**Run 1: met2 routing**

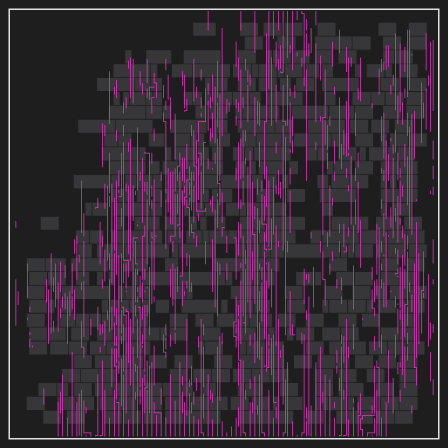
**Run 1: M1 wires**

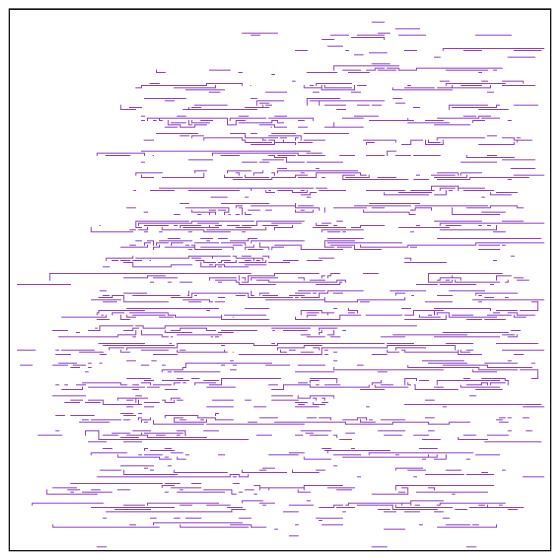
**Run 1: local utilization**

8 x 8 tiles, from white (low) to dark blue (high), 0 to 100% covered.
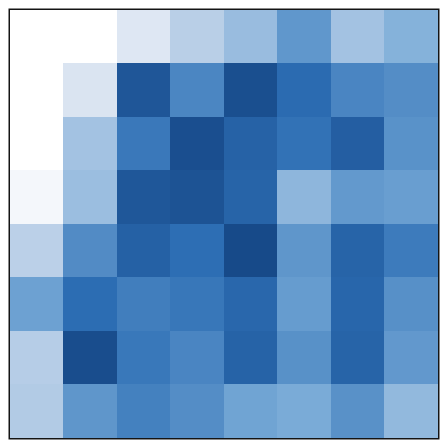
==> config.mk <==
export PLATFORM = sky130hd
export DESIGN_NAME = aurora_tx_scheduler
export DESIGN_NICKNAME = d
export VERILOG_FILES = /design/src/rtl/aurora_tx_pkg.sv /design/src/rtl/aurora_tx_scheduler_rr_arb2.sv /design/src/rtl/aurora_tx_scheduler.sv
export SDC_FILE = /design/constraint.sdc
export NUM_CORES = 1
export LEC_CHECK = 0
export CORE_MARGIN = 2
export CORE_UTILIZATION = 39
export CTS_CLUSTER_DIAMETER = 80
export DETAILED_ROUTE_END_ITERATION = 12
export PLACE_DENSITY = 0.82
export SYNTH_ARGS = -nofsm -noshare
export SYNTH_HDL_FRONTEND = slang
export SYNTH_HIERARCHICAL = 1
export SYNTH_SLANG_ARGS = --single-unit
==> constraint.sdc <==
create_clock -name clk_i -period 3.25 [get_ports clk_i]
set_input_delay 0.65 -clock clk_i [delete_from_list [all_inputs] [get_ports clk_i]]
set_output_delay 0.65 -clock clk_i [all_outputs]
set_load 0.01 [all_outputs]
==> src/rtl/aurora_tx_pkg.sv <==
// Shared types and constants for the Aurora TX scheduler.
//
// Holds the scheduler state encoding, the frame header layout and a helper
// that assembles a header word from its fields.
//
// Optional feature macro: AURORA_TX_SCHED_CHKSUM_EN adds the TRL state.
package aurora_tx_pkg;

  typedef enum logic [2:0] {
    ST_IDLE = 3'd0,
    ST_ARB  = 3'd1,
    ST_HDR  = 3'd2,
    ST_DATA = 3'd3
`ifdef AURORA_TX_SCHED_CHKSUM_EN
    ,
    ST_TRL  = 3'd4
`endif
  } tx_state_e;

  localparam logic [3:0] HDR_MAGIC     = 4'hA;
  localparam int         HDR_MAGIC_LSB = 28;
  localparam int         HDR_CHK_BIT   = 27;
  localparam int         HDR_ID_LSB    = 24;
  localparam int         HDR_LEN_LSB   = 0;
  localparam int         HDR_LEN_W     = 16;
  localparam int         CH_ID_W       = 1;

  // Header: magic | checksum-present | reserved | channel id | reserved | len
  function automatic logic [31:0] make_header(input logic                 chk,
                                              input logic [CH_ID_W-1:0]   id,
                                              input logic [HDR_LEN_W-1:0] len);
    logic [31:0] h;
    h = '0;
    h[HDR_MAGIC_LSB +: 4]       = HDR_MAGIC;
    h[HDR_CHK_BIT]              = chk;
    h[HDR_ID_LSB +: CH_ID_W]    = id;
    h[HDR_LEN_LSB +: HDR_LEN_W] = len;
    return h;
  endfunction

endpackage

==> src/rtl/aurora_tx_scheduler_rr_arb2.sv <==
// rr_arb2: two-way round-robin arbiter.
//
// Ports:
//   clk_i, reset_i  clock and synchronous active-high reset
//   req[1:0]        per-channel request
//   advance         pulse on frame completion; hands priority to the
//                   channel that was not just served
//   gnt[1:0]        one-hot grant (combinational)
//   gnt_id          index of the granted channel
//
// Priority sits with ch0 out of reset. The pointer moves only on advance,
// so an aborted frame leaves the same channel first in line.
module rr_arb2
  import aurora_tx_pkg::*;
(
  input  logic               clk_i,
  input  logic               reset_i,
  input  logic [1:0]         req,
  input  logic               advance,
  output logic [1:0]         gnt,
  output logic [CH_ID_W-1:0] gnt_id
);

  logic prio_q;

  always_comb begin
    gnt_id = '0;
    gnt    = 2'b00;
    if (req[prio_q]) begin
      gnt_id = prio_q;
      gnt    = prio_q ? 2'b10 : 2'b01;
    end else if (req[~prio_q]) begin
      gnt_id = ~prio_q;
      gnt    = prio_q ? 2'b01 : 2'b10;
    end
  end

  always_ff @(posedge clk_i) begin
    if (reset_i) begin
      prio_q <= 1'b0;
    end else if (advance && (req != 2'b00)) begin
      prio_q <= ~gnt_id[0];
    end
  end

endmodule

==> src/rtl/aurora_tx_scheduler.sv <==
// aurora_tx_scheduler: shares one Aurora LocalLink TX port between two
// first-word-fall-through prefetch FIFOs. Channels holding data are served
// round-robin; each grant is sent as one frame: a header word followed by up
// to MAX_BURST payload words popped straight from the granted FIFO.
//
// Ports:
//   clk_i, reset_i                 clock, synchronous active-high reset
//   chN_fifo_empty_i/cnt_i/dat_i   FIFO empty flag, occupancy, head word
//   chN_fifo_rd_o                  pop strobe (combinational)
//   channel_up_i                   Aurora link up; low aborts the frame
//   tx_d_o, tx_*_n_o               LocalLink TX data and active-low controls
//   tx_dst_rdy_n_i                 LocalLink destination ready (active-low)
//   busy_o                         high whenever the FSM is not IDLE
//
// Build option: AURORA_TX_SCHED_CHKSUM_EN appends a trailer word carrying the
// modulo-2^32 sum of the payload and sets header bit 27.
//
// State | meaning
// IDLE  | waiting for link up and a non-empty FIFO
// ARB   | pick a channel, latch frame length from its occupancy
// HDR   | present header with SOF until accepted
// DATA  | stream payload from the granted FIFO, count down remaining words
// TRL   | present checksum with EOF until accepted (checksum build only)
module aurora_tx_scheduler
  import aurora_tx_pkg::*;
#(
  parameter int MAX_BURST = 64,
  parameter int DATA_W    = 32,
  parameter int CNT_W     = 18
) (
  input  logic              clk_i,
  input  logic              reset_i,
  input  logic              ch0_fifo_empty_i,
  input  logic [CNT_W-1:0]  ch0_fifo_cnt_i,
  input  logic [DATA_W-1:0] ch0_fifo_dat_i,
  output logic              ch0_fifo_rd_o,
  input  logic              ch1_fifo_empty_i,
  input  logic [CNT_W-1:0]  ch1_fifo_cnt_i,
  input  logic [DATA_W-1:0] ch1_fifo_dat_i,
  output logic              ch1_fifo_rd_o,
  input  logic              channel_up_i,
  output logic [DATA_W-1:0] tx_d_o,
  output logic              tx_sof_n_o,
  output logic              tx_eof_n_o,
  output logic              tx_src_rdy_n_o,
  input  logic              tx_dst_rdy_n_i,
  output logic              busy_o
);

  if (DATA_W != 32) begin : g_bad_data_w
    $error("aurora_tx_scheduler: DATA_W must be 32");
  end
  if ((MAX_BURST < 1) || (MAX_BURST > 65535)) begin : g_bad_max_burst
    $error("aurora_tx_scheduler: MAX_BURST must be 1..65535");
  end

`ifdef AURORA_TX_SCHED_CHKSUM_EN
  localparam logic CHK_EN = 1'b1;
`else
  localparam logic CHK_EN = 1'b0;
`endif

  tx_state_e          state_q, state_d;
  logic [CH_ID_W-1:0] gnt_id_q;
  logic [15:0]        len_q;
  logic [15:0]        rem_q;
`ifdef AURORA_TX_SCHED_CHKSUM_EN
  logic [DATA_W-1:0]  sum_q;
`endif

  logic [1:0]         arb_req;
  logic [1:0]         arb_gnt;
  logic [CH_ID_W-1:0] arb_gnt_id;
  logic               arb_adv;

  logic [CNT_W-1:0]   arb_cnt;
  logic [31:0]        arb_cnt_ext;
  logic [15:0]        len_arb;

  logic               sel_empty;
  logic [DATA_W-1:0]  sel_dat;
  logic               pop;
  logic               last_pop;

  // Outside ARB the arbiter only sees the channel being served, so the
  // advance pulse at frame end credits that channel and not whatever happens
  // to be requesting at the time.
  assign arb_req = (state_q == ST_ARB) ? {~ch1_fifo_empty_i, ~ch0_fifo_empty_i}
                                       : (gnt_id_q[0] ? 2'b10 : 2'b01);

  rr_arb2 u_arb (
    .clk_i   (clk_i),
    .reset_i (reset_i),
    .req     (arb_req),
    .advance (arb_adv),
    .gnt     (arb_gnt),
    .gnt_id  (arb_gnt_id)
  );

  assign arb_cnt = arb_gnt_id[0] ? ch1_fifo_cnt_i : ch0_fifo_cnt_i;

  // A non-empty FIFO reporting zero occupancy still gets a one-word frame.
  always_comb begin
    arb_cnt_ext = 32'(arb_cnt);
    if (arb_cnt_ext == 32'd0) begin
      len_arb = 16'd1;
    end else if (arb_cnt_ext > 32'(MAX_BURST)) begin
      len_arb = 16'(MAX_BURST);
    end else begin
      len_arb = arb_cnt_ext[15:0];
    end
  end

  assign sel_empty = gnt_id_q[0] ? ch1_fifo_empty_i : ch0_fifo_empty_i;
  assign sel_dat   = gnt_id_q[0] ? ch1_fifo_dat_i   : ch0_fifo_dat_i;
  assign pop       = (state_q == ST_DATA) & ~sel_empty & ~tx_dst_rdy_n_i & channel_up_i;
  assign last_pop  = pop && (rem_q == 16'd1);
  assign busy_o    = (state_q != ST_IDLE);

  always_comb begin
    state_d        = state_q;
    tx_d_o         = '0;
    tx_sof_n_o     = 1'b1;
    tx_eof_n_o     = 1'b1;
    tx_src_rdy_n_o = 1'b1;
    ch0_fifo_rd_o  = 1'b0;
    ch1_fifo_rd_o  = 1'b0;
    arb_adv        = 1'b0;

    case (state_q)
      ST_IDLE: begin
        if (channel_up_i && (~ch0_fifo_empty_i || ~ch1_fifo_empty_i)) begin
          state_d = ST_ARB;
        end
      end

      ST_ARB: begin
        if (!channel_up_i || (arb_gnt == 2'b00)) begin
          state_d = ST_IDLE;
        end else begin
          state_d = ST_HDR;
        end
      end

      ST_HDR: begin
        tx_d_o         = make_header(CHK_EN, gnt_id_q, len_q);
        tx_sof_n_o     = 1'b0;
        tx_src_rdy_n_o = 1'b0;
        if (!channel_up_i) begin
          state_d = ST_IDLE;
        end else if (!tx_dst_rdy_n_i) begin
          state_d = ST_DATA;
        end
      end

      ST_DATA: begin
        tx_d_o         = sel_dat;
        tx_src_rdy_n_o = sel_empty;
`ifndef AURORA_TX_SCHED_CHKSUM_EN
        tx_eof_n_o     = (rem_q != 16'd1);
`endif
        ch0_fifo_rd_o  = pop & ~gnt_id_q[0];
        ch1_fifo_rd_o  = pop &  gnt_id_q[0];
        if (!channel_up_i) begin
          state_d = ST_IDLE;
        end else if (last_pop) begin
`ifdef AURORA_TX_SCHED_CHKSUM_EN
          state_d = ST_TRL;
`else
          state_d = ST_IDLE;
          arb_adv = 1'b1;
`endif
        end
      end

`ifdef AURORA_TX_SCHED_CHKSUM_EN
      ST_TRL: begin
        tx_d_o         = sum_q;
        tx_eof_n_o     = 1'b0;
        tx_src_rdy_n_o = 1'b0;
        if (!channel_up_i) begin
          state_d = ST_IDLE;
        end else if (!tx_dst_rdy_n_i) begin
          state_d = ST_IDLE;
          arb_adv = 1'b1;
        end
      end
`endif

      default: state_d = ST_IDLE;
    endcase
  end

  always_ff @(posedge clk_i) begin
    if (reset_i) begin
      state_q  <= ST_IDLE;
      gnt_id_q <= '0;
      len_q    <= '0;
      rem_q    <= '0;
`ifdef AURORA_TX_SCHED_CHKSUM_EN
      sum_q    <= '0;
`endif
    end else begin
      state_q <= state_d;
      if (state_q == ST_ARB) begin
        gnt_id_q <= arb_gnt_id;
        len_q    <= len_arb;
        rem_q    <= len_arb;
`ifdef AURORA_TX_SCHED_CHKSUM_EN
        sum_q    <= '0;
`endif
      end else if (pop) begin
        rem_q <= rem_q - 16'd1;
`ifdef AURORA_TX_SCHED_CHKSUM_EN
        sum_q <= sum_q + sel_dat;
`endif
      end
    end
  end

endmodule

==> tab_implementation.tex, run 1 <==
% Implementation results table
\begin{tabular}{lr}
\hline
Metric & Value \\
\hline
\multicolumn{2}{l}{\textbf{Pwr}} \\
\quad Power in the clock group & about 320 uW \\
\quad VDD IR max & roughly 0.16 mV \\
\quad Power Dens Cells & 243 nW/um\^{}2 \\
\quad Switching part of the total power & 0.232 \\
\quad P\_comb & roughly 240 uW \\
\quad Sequential share of power & 0.450 \\
\quad Total power draw & 1.01 mW \\
\quad Cell internal pwr & a little under 800 uW \\
\quad Largest Pwr Group & registers \\
\quad Power dissipated in sequential cells & between 400 and 500 uW \\
\quad Switching power summed over all nets & $\sim$230 uW \\
\multicolumn{2}{l}{\textbf{Run}} \\
\quad Number of warnings in the stage logs & 27 \\
\quad Number of max-capacitance violations reported & 0 \\
\multicolumn{2}{l}{\textbf{Detailed routing}} \\
\quad Count of antenna-violating nets left after detailed routing & 0 \\
\quad Pre-antenna DRT Iters & 4 \\
\quad Detailed-routed wire length on met3 & 535 um \\
\quad DRC violation count after routing & 0 \\
\quad Drt first-iter violations & 177 \\
\quad Wire length on met2 & slightly above 4 mm \\
\quad DRT met1 WL & approximately 3.6 mm \\
\multicolumn{2}{l}{\textbf{Global route}} \\
\quad GRT Overall Usage & 0.232 \\
\quad Grt ovf & 0 \\
\quad Routing usage on met2 & 0.412 \\
\quad Pin count of the biggest net entering global routing & $\sim$40 \\
\quad Via count of the first global-routing pass & around 2,700 \\
\quad Busiest layer in global routing & met2 \\
\multicolumn{2}{l}{\textbf{Final timing}} \\
\quad Highest clock rate & between 300 and 400 MHz \\
\quad Total setup violations reported at the end of the flow & 0 \\
\quad Worst relative slew slack & 0.632 \\
\quad Max-slew violation count & 0 \\
\quad Post-layout min period & 2.93 ns \\
\quad Worst slack on hold paths & roughly 0.47 ns \\
\quad Setup repair after global routing missed its margin & false \\
\quad Number of hold-slack violations in the final timing report & 0 \\
\quad Post-route clock skew & 0.00667 ns \\
\quad Setup slack after layout & 0.323 ns \\
\multicolumn{2}{l}{\textbf{Critical path}} \\
\quad Critical Setup Path Class & in2out \\
\quad Worst Setup End Kind & primary output \\
\quad Worst Path Required & around 2.6 ns \\
\quad Count of cells along the worst register-to-register path & 10 \\
\quad Arrival time of the worst setup path & $\sim$2.3 ns \\
\multicolumn{2}{l}{\textbf{Floorplan}} \\
\quad Die height & approximately 84 um \\
\quad Die outline area & between 7000 and 8000 sq um \\
\quad Number of top-level design ports & 144 \\
\quad Cell Rows & 29 \\
\multicolumn{2}{l}{\textbf{Run status}} \\
\quad Status & complete, no violations \\
\multicolumn{2}{l}{\textbf{Clocking}} \\
\quad Max H-tree Level & 2 \\
\quad Cts hold-fix bufs & 0 \\
\quad Clk latency late pin & around 0.28 ns \\
\quad Cell chosen for the clock root & clkbuf\_8 \\
\quad Number of buffers added for setup after CTS & 0 \\
\quad Clock tree sinks & 36 \\
\quad Clock slew seen by the registers of the worst setup and hold paths & approximately 0.07 ns \\
\quad TritonCTS clock tree & yes \\
\multicolumn{2}{l}{\textbf{Placed design}} \\
\quad Cell total after placement & roughly 520 \\
\quad DP Worst Slack & roughly 0.056 ns \\
\quad Port-buffer cells & approximately 140 \\
\multicolumn{2}{l}{\textbf{Layout}} \\
\quad \# diodes & 0 \\
\quad Fill count & 537 \\
\quad Combinational cell area excluding buffers and inverters & 1680 sq um \\
\quad Share of post-route cells with drive strength above 1 & 0.0710 \\
\multicolumn{2}{l}{\textbf{Synth}} \\
\quad Cell type with the largest total area & dfxtp\_1 \\
\quad Count of library flops with an enable pin & 0 \\
\quad Cell total in the yosys stat output & 308 \\
\quad Synth Instances & $\sim$310 \\
\quad Top cell types by occurrence after synthesis & nand2\_1 (41), mux2i\_1 (37), dfxtp\_1 (36) \\
\quad Combined area of all synthesized cells & 2500 sq um \\
\quad Yosys warns & 6 \\
\quad Most numerous cell in the Yosys netlist & nand2\_1 \\
\quad Per-instance average area after synthesis & about 8.1 sq um \\
\quad Share of the synthesized area in the top cell type & 0.289 \\
\quad Most common reg cell & dfxtp\_1 \\
\quad Part of the Yosys area used for sequential elements & 0.289 \\
\quad Synthesis area per yosys & roughly 2500 sq um \\
\multicolumn{2}{l}{\textbf{Worst hold path}} \\
\quad HP Class & reg2reg \\
\quad Hold depth & 1 \\
\hline
\end{tabular}
Back to the opening pictures, 'met2 routing':
main direction: vertical
wire length on this layer: 4,040 um
share of all routed wire: 49%
longest straight run: 38.8 um
nets with wire on the layer: 476

Back to the opening pictures, 'M1 wires':
main direction: horizontal
share of all routed wire: 43%
longest straight run: 39.1 um
final wirelength: 8.19 mm
number of vias after detailed routing: 2,776
global-route track usage on met1: 0.296

Back to the opening pictures, 'local utilization':
nearly empty tiles: 6.2%
mean over tiles: 57%
emptiest ninth of the die: upper left
fullest tile: 90%
densest ninth of the die: centre
Init Core Util: 0.398
final design utilization: 0.658
core area: 6280 sq um

==> run 1: sequential cells by signal, summed over array words and instances (netlist names) <==
register      flops
len_q            16
rem_q            16
state_q           2
gnt_id_q          1
u_arb/prio_q      1
==> run 1: final cells by class <==
cell class	instances	share of cell area
multi-input cells	246	0.406
repair buffers	155	0.369
flip-flops and latches	36	0.175
well taps	77	0.0233
clock buffers	8	0.0218
inverters	6	0.00545
==> run 1: cells in the final DEF (no fill, tap or decap), types with 3 or more instances in the layout <==
cell type and instances:
clkdlybuf4s50_1 142, nand2_1 41, mux2i_1 37, dfxtp_1 34, nor2_1 31, o211a_1 16, o21ai_0 12, buf_4 12
and2_1 11, nor4_1 10, o31ai_1 9, xnor2_1 8, inv_1 6, nor3_1 6, clkbuf_8 6, a21boi_0 5
or3_1 4, nand3_1 4, a21oi_1 4, xor2_1 4, nor2b_1 3, nand2b_1 3
==> run 1: worst max-delay path, cell delays in order <==
cell,delay (ns)
clkdlybuf4s50_1,0.46
mux2i_2,0.23
buf_4,0.20
and3_1,0.16
clkdlybuf4s50_1,0.58
==> run 1: metrics by stage <==
step / utilization / area, sq um
global route: 0.658 / 4130
global placement: 0.643 / 4040
finish: 0.658 / 4130
detailed placement: 0.643 / 4040
floorplan: - / 2500
CTS: 0.657 / 4130
==> run 1: cell families (layout without fill, tap and decap cells) <==
family	count (synthesis)	in the layout	share of synthesized area
simple gates	134	134	0.280
compound gates	57	57	0.171
mux	41	41	0.167
flops	36	36	0.289
buf+inv	26	169	0.0411
xor+xnor	12	12	0.0421
fa+ha+maj	2	2	0.0100
==> run 1: worst paths after layout <==
path                     from       endpoint
max          ch0_fifo_empty_i  ch1_fifo_rd_o
min reg2reg          len_q[8]       len_q[8]
max reg2reg        state_q[1]       rem_q[5]
min                  len_q[8]       len_q[8]
--- run 2 (diff from run 1) ---
--- a/config.mk
+++ b/config.mk
@@ -5,6 +5,7 @@
 export SDC_FILE = /design/constraint.sdc
 export NUM_CORES = 1
 export LEC_CHECK = 0
+export CAP_MARGIN = 30
 export CORE_MARGIN = 2
 export CORE_UTILIZATION = 39
 export CTS_CLUSTER_DIAMETER = 80
**Run 2: local utilization**

8 x 8 tiles, from white (low) to dark blue (high), 0 to 100% covered.
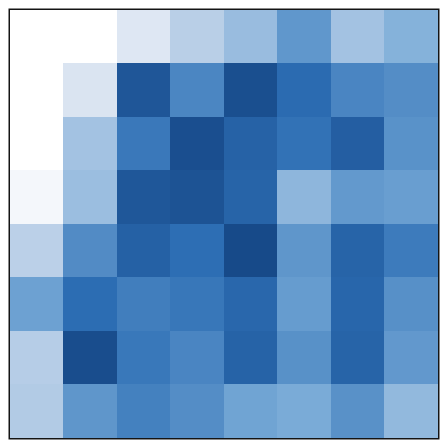
fullest tile: 90%
tiles over 75% full: 30%
nearly empty tiles: 6.2%
mean over tiles: 57%
densest ninth of the die: centre
emptiest ninth of the die: upper left

==> tab_implementation.tex, run 2 <==
% Implementation results table
\begin{tabular}{lr}
\hline
Metric & Value \\
\hline
\multicolumn{2}{l}{\textbf{Run status}} \\
\quad Status & complete, no violations \\
\multicolumn{2}{l}{\textbf{Worst hold path}} \\
\quad Sink of the worst hold path & len\_q[8] \\
\quad HP Class & reg2reg \\
\quad Hold depth & 1 (unchanged) \\
\quad Worst Hold Launch & len\_q[8] \\
\multicolumn{2}{l}{\textbf{Synth}} \\
\quad Part of the Yosys area used for sequential elements & 0.289 (unchanged) \\
\quad Top cell types by occurrence after synthesis & nand2\_1 (41), mux2i\_1 (37), dfxtp\_1 (36) \\
\quad Synthesis area per yosys & 2500 sq um (unchanged) \\
\quad Cell total in the yosys stat output & 308 (unchanged) \\
\quad Count of library flops with an enable pin & 0 (unchanged) \\
\quad Combined area of all synthesized cells & 2500 sq um (unchanged) \\
\quad Yosys warns & 6 (unchanged) \\
\quad Most numerous cell in the Yosys netlist & nand2\_1 \\
\quad Synth Instances & 308 (unchanged) \\
\quad Per-instance average area after synthesis & 8.10 sq um (unchanged) \\
\quad Most common reg cell & dfxtp\_1 \\
\multicolumn{2}{l}{\textbf{Final timing}} \\
\quad Total setup violations reported at the end of the flow & 0 (unchanged) \\
\quad Post-layout min period & 2.93 ns (unchanged) \\
\quad Setup slack after layout & 0.323 ns (unchanged) \\
\quad Worst relative slew slack & 0.632 (unchanged) \\
\quad Max-slew violation count & 0 (unchanged) \\
\quad Setup repair after global routing missed its margin & false \\
\quad Highest clock rate & 342 MHz (unchanged) \\
\quad Number of hold-slack violations in the final timing report & 0 (unchanged) \\
\multicolumn{2}{l}{\textbf{Critical path}} \\
\quad Critical Setup Path Class & in2out \\
\quad Worst Path Required & 2.60 ns (about the same) \\
\quad Reg2reg start & state\_q[1] \\
\quad Worst Setup End Kind & primary output \\
\quad Worst setup path start & ch0\_fifo\_empty\_i \\
\quad Count of cells along the worst register-to-register path & 10 (unchanged) \\
\quad End of the worst register-to-register path & rem\_q[5] \\
\quad Peak per-stage delay on the critical path & 0.58 ns (about the same) \\
\quad Arrival time of the worst setup path & 2.28 ns (about the same) \\
\multicolumn{2}{l}{\textbf{Floorplan}} \\
\quad Die height & 84 um (unchanged) \\
\quad Die outline area & 7060 sq um (unchanged) \\
\quad Number of top-level design ports & 144 (unchanged) \\
\quad Core area & 6280 sq um (unchanged) \\
\quad Init Core Util & 0.398 (unchanged) \\
\multicolumn{2}{l}{\textbf{Layout}} \\
\quad Commonest non-fill, non-tap cells in the layout & clkdlybuf4s50\_1 (142), nand2\_1 (41), mux2i\_1 (37) \\
\quad Highest-count logic cell in the final layout & clkdlybuf4s50\_1 \\
\quad Largest regs & len\_q (16), rem\_q (16), state\_q (2) \\
\quad \# diodes & 0 (unchanged) \\
\quad Final Cell Area & 4130 sq um (unchanged) \\
\quad Fill count & 537 (unchanged) \\
\multicolumn{2}{l}{\textbf{Detailed routing}} \\
\quad Detailed-routed wire length on met3 & 535 um (unchanged) \\
\quad Number of vias after detailed routing & 2,776 (unchanged) \\
\quad DRC violation count after routing & 0 (unchanged) \\
\quad Pre-antenna DRT Iters & 4 (unchanged) \\
\quad Drt first-iter violations & 177 (unchanged) \\
\quad Wire length on met2 & 4.03 mm (unchanged) \\
\multicolumn{2}{l}{\textbf{Pwr}} \\
\quad Total power draw & 1.01 mW (unchanged) \\
\quad Cell internal pwr & 772 uW (unchanged) \\
\quad Sequential share of power & 0.450 (about the same) \\
\quad VDD IR max & 0.157 mV (unchanged) \\
\quad Power Dens Cells & 243 nW/um\^{}2 (unchanged) \\
\quad Switching power summed over all nets & 234 uW (unchanged) \\
\multicolumn{2}{l}{\textbf{Global route}} \\
\quad Grt ovf & 0 (unchanged) \\
\quad Routing usage on met2 & 0.412 (unchanged) \\
\quad Global-route track usage on met1 & 0.296 (unchanged) \\
\quad GRT Overall Usage & 0.232 (unchanged) \\
\quad Busiest layer in global routing & met2 \\
\quad Via count of the first global-routing pass & 2,688 (unchanged) \\
\quad Pin count of the biggest net entering global routing & 40 (unchanged) \\
\multicolumn{2}{l}{\textbf{Clocking}} \\
\quad Number of buffers added for setup after CTS & 0 (unchanged) \\
\quad Max H-tree Level & 2 (unchanged) \\
\quad Cts hold-fix bufs & 0 (unchanged) \\
\quad Cell chosen for the clock root & clkbuf\_8 \\
\quad TritonCTS clock tree & yes \\
\quad Clk latency late pin & 0.28 ns (about the same) \\
\multicolumn{2}{l}{\textbf{Placed design}} \\
\quad Placed Instance Area & 4040 sq um (unchanged) \\
\quad DP Worst Slack & 0.0555 ns (unchanged) \\
\multicolumn{2}{l}{\textbf{Run}} \\
\quad Number of warnings in the stage logs & 27 (unchanged) \\
\quad Number of max-capacitance violations reported & 0 (unchanged) \\
\hline
\end{tabular}
==> run 2: cell counts after synthesis <==
Identical to the previous run, type by type.
==> run 2: power groups by stage <==
stage          logic, mW  registers [mW]  clock network, mW
5_1_grt            0.254           0.452              0.348
4_1_cts            0.235           0.452              0.323
6_report           0.236           0.452              0.318
3_5_place_dp       0.234           0.462                  0
3_3_place_gp       0.230           0.461                  0
2_1_floorplan     0.0740           0.459                  0
==> run 2: layout make-up <==
type / count / area, sq um / share of cell area
Clock buffer: 8 / 90.1 / 0.0218
Sequential cell: 36 / 723 / 0.175
Timing Repair Buffer: 155 / 1520 / 0.369
Inverter: 6 / 22.5 / 0.00545
Tap cell: 77 / 96.3 / 0.0233
Multi-Input combinational cell: 246 / 1680 / 0.406
==> run 2: how the worst max path moves through the flow <==
stage	end	slack (ns)	cells after the start
floorplan	len_q[1]	0.39	11
global placement	rem_q[2]	0.19	9
detailed placement	rem_q[5]	0.06	8
CTS	tx_eof_n_o	0.02	4
global route	len_q[3]	0.12	10
finish	ch1_fifo_rd_o	0.32	5
==> run 2: worst max-delay path: cells and delay by family <==
family | cells | cell delay, ns
buf+inv | 3 | 1.24
mux | 1 | 0.23
simple gates | 1 | 0.16
==> run 2: cells by family (layout without fill, tap and decap cells) <==
group           count (synthesis)  after routing  synth area share
mux                            41             41             0.167
buf+inv                        26            169            0.0411
compound gates                 57             57             0.171
fa+ha+maj                       2              2            0.0100
flops                          36             36             0.289
simple gates                  134            134             0.280
xor+xnor                       12             12            0.0421
==> run 2: stage by stage <==
step,utilization,hold WS (ns)
5_1_grt,0.658,0.494
4_1_cts,0.657,0.471
3_3_place_gp,0.643,0.445
2_1_floorplan,-,0.416
3_5_place_dp,0.643,0.453
6_report,0.658,0.465
--- run 3 (diff from run 2) ---
--- a/config.mk
+++ b/config.mk
@@ -10,6 +10,7 @@
 export CORE_UTILIZATION = 39
 export CTS_CLUSTER_DIAMETER = 80
 export DETAILED_ROUTE_END_ITERATION = 12
+export GPL_TIMING_DRIVEN = 0
 export PLACE_DENSITY = 0.82
 export SYNTH_ARGS = -nofsm -noshare
 export SYNTH_HDL_FRONTEND = slang
**Run 3: register map, names as in the netlist**

Other sequential cells in the stronger grey, the rest of the logic in the fainter grey.
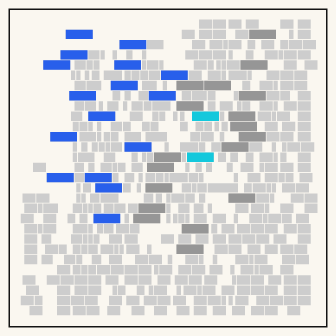
legend:
  rem_q:
    colour: blue
    flops: 16
  state_q:
    colour: cyan
    flops: 2

==> tab_implementation.tex, run 3 <==
% Implementation results table
\begin{tabular}{lr}
\hline
Metric & Value \\
\hline
\multicolumn{2}{l}{\textbf{Final timing}} \\
\quad Slew at the pin closest to its max-slew limit & between 0.6 and 0.7 ns \\
\quad Highest clock rate & 318 MHz (-6.9\%) \\
\quad Post-layout min period & 3.14 ns (+0.216 ns) \\
\quad Number of hold-slack violations in the final timing report & 0 (unchanged) \\
\quad Max-slew violation count & 0 (unchanged) \\
\quad Worst slack on hold paths & 0.455 ns (-0.0103 ns) \\
\quad Setup repair after global routing missed its margin & false \\
\quad Total setup violations reported at the end of the flow & 0 (unchanged) \\
\multicolumn{2}{l}{\textbf{Pwr}} \\
\quad VDD IR max & 0.171 mV (+9.3\%) \\
\quad Power Dens Cells & 248 nW/um\^{}2 (+1.9\%) \\
\multicolumn{2}{l}{\textbf{Synth}} \\
\quad Part of the Yosys area used for sequential elements & 0.289 (unchanged) \\
\quad Most numerous cell in the Yosys netlist & nand2\_1 \\
\quad Count of library flops with an enable pin & 0 (unchanged) \\
\quad Per-instance average area after synthesis & 8.10 sq um (unchanged) \\
\quad Cell total in the yosys stat output & 308 (unchanged) \\
\quad Compound-cell area share of the yosys netlist & 0.171 (unchanged) \\
\quad Combined area of all synthesized cells & 2500 sq um (unchanged) \\
\quad Yosys warns & 6 (unchanged) \\
\quad Distinct lib cells used & 50 \\
\quad Fraction of the mapped netlist area in simple logic gates & 0.280 (unchanged) \\
\quad Synthesis area per yosys & 2500 sq um (unchanged) \\
\quad Biggest area cells & dfxtp\_1 (29\%), mux2i\_1 (15\%), o211a\_1 (6.4\%), nand2\_1 (6.2\%), nor2\_1 (4.7\%) \\
\quad Mux cell area share & 0.167 (unchanged) \\
\quad Xor-xnor portion of the synthesized cell area & 0.0421 (unchanged) \\
\quad Synth Instances & 308 (unchanged) \\
\quad Top cell types by occurrence after synthesis & nand2\_1 (41), mux2i\_1 (37), dfxtp\_1 (36) \\
\quad Main logic family & simple AND/OR/NAND/NOR gates \\
\multicolumn{2}{l}{\textbf{Floorplan}} \\
\quad Init Core Util & 0.398 (unchanged) \\
\quad Core area & 6280 sq um (unchanged) \\
\quad Die outline area & 7060 sq um (unchanged) \\
\multicolumn{2}{l}{\textbf{Worst hold path}} \\
\quad Worst Hold Launch & len\_q[0] \\
\quad HP Class & reg2reg \\
\quad Sink of the worst hold path & len\_q[0] \\
\quad Hold depth & 2 (+1) \\
\multicolumn{2}{l}{\textbf{Critical path}} \\
\quad Worst Path Required & 2.60 ns (about the same) \\
\quad Arrival time of the worst setup path & 2.49 ns (+0.21 ns) \\
\quad End of the worst register-to-register path & rem\_q[1] \\
\quad Buffer-and-inverter tally for the worst setup path & 2 (-1) \\
\quad Peak per-stage delay on the critical path & 0.57 ns (about the same) \\
\quad Cell type group with the largest total delay on the critical path & buffers and inverters \\
\quad Critical Setup Path Class & in2out \\
\quad Reg2reg start & gnt\_id\_q \\
\quad Worst setup path start & channel\_up\_i \\
\quad Count of cells along the worst register-to-register path & 11 (+1) \\
\multicolumn{2}{l}{\textbf{Layout}} \\
\quad Commonest non-fill, non-tap cells in the layout & clkdlybuf4s50\_1 (142), nand2\_1 (41), mux2i\_1 (37) \\
\quad Largest regs & len\_q (16), rem\_q (16), state\_q (2) \\
\quad Fill count & 529 (-1.5\%) \\
\quad Final design utilization & 0.659 (about the same) \\
\quad Highest-count logic cell in the final layout & clkdlybuf4s50\_1 \\
\quad Combinational cell area excluding buffers and inverters & 1680 sq um (+0.30\%) \\
\quad \# diodes & 0 (unchanged) \\
\quad Register cell area after layout & 721 sq um (-0.35\%) \\
\multicolumn{2}{l}{\textbf{Clocking}} \\
\quad Max H-tree Level & 2 (unchanged) \\
\quad TritonCTS clock tree & yes \\
\quad Clk latency late pin & 0.30 ns (+0.02 ns) \\
\quad Cell chosen for the clock root & clkbuf\_8 \\
\quad Number of buffers added for setup after CTS & 0 (unchanged) \\
\quad Cts hold-fix bufs & 0 (unchanged) \\
\multicolumn{2}{l}{\textbf{Run}} \\
\quad Number of max-capacitance violations reported & 0 (unchanged) \\
\quad Number of warnings in the stage logs & 27 (unchanged) \\
\multicolumn{2}{l}{\textbf{Detailed routing}} \\
\quad Pre-antenna DRT Iters & 4 (unchanged) \\
\quad Drt first-iter violations & 123 (-31\%) \\
\quad Number of vias after detailed routing & 2,792 (+0.58\%) \\
\quad DRC violation count after routing & 0 (unchanged) \\
\multicolumn{2}{l}{\textbf{Global route}} \\
\quad Pin count of the biggest net entering global routing & 12 (-70\%) \\
\quad Busiest layer in global routing & met2 \\
\quad Via count of the first global-routing pass & 2,793 (+3.9\%) \\
\quad Grt ovf & 0 (unchanged) \\
\quad GRT Overall Usage & 0.239 (+0.00737) \\
\quad Global-route track usage on met1 & 0.302 (+0.00601) \\
\multicolumn{2}{l}{\textbf{Run status}} \\
\quad Status & complete, no violations \\
\hline
\end{tabular}
## run 3: cell counts after synthesis
No cell type changed its count.
## run 3: area by class of cell
type	count	area share
Inverter	6	0.00545
Clock inverter	1	0.00182
Timing Repair Buffer	143	0.347
Sequential cell	36	0.174
Buffer	19	0.0209
Clock buffer	7	0.0209
Tap cell	77	0.0233
Multi-Input combinational cell	246	0.407
## run 3: stage by stage
step	setup WS [ns]	total power, mW	TNS [ns]	cells	cell area, sq um
after global placement	-0.290	0.691	-2.81	528	4020
after CTS	0.00908	1.03	0	535	4120
after floorplan	0.393	0.533	0	308	2500
after detailed placement	-0.295	0.695	-2.92	528	4020
final	0.107	1.03	0	535	4140
after global routing	0.000304	1.07	0	535	4140
## run 3: worst max-delay path by stage
stage,slack [ns],to,depth (start not counted)
floorplan,0.39,len_q[1],11
global placement,-0.29,rem_q[0],12
detailed placement,-0.30,rem_q[0],12
CTS,0.009,tx_eof_n_o,4
global route,0.0003,ch0_fifo_rd_o,5
finish,0.11,ch0_fifo_rd_o,5
## run 3: metal layers
metal,vias to the layer above,routed length (um),share of wire
li1,1403,-,-
met1,1288,3610,0.44
met2,93,4050,0.49
met3,8,547,0.066
met4,0,62,0.0075
met5,-,0,0
## run 3: cells by family after synthesis
logic type | Yosys count
adders and majority gates | 2
AOI/OAI and AO/OA | 57
DFF | 36
buffers and inverters | 26
muxes | 41
and+or+nand+nor | 134
xor gates and xnor gates | 12
## run 3: where the power goes
group / internal [mW] / switching (mW) / leakage (nW)
registers: 0.445 / 0.00459 / 0.291
logic: 0.152 / 0.0845 / 1.30
clock network: 0.172 / 0.167 / 0.0445
total: 0.769 / 0.256 / 1.63
## run 3: worst min-delay path, stage by stage (launching register included)
cell and delay (ns):
dfxtp_1 0.32, nand2_1 0.05, nand2_1 0.04
Power figures rest on the tool's default switching activity, not on a simulated workload.
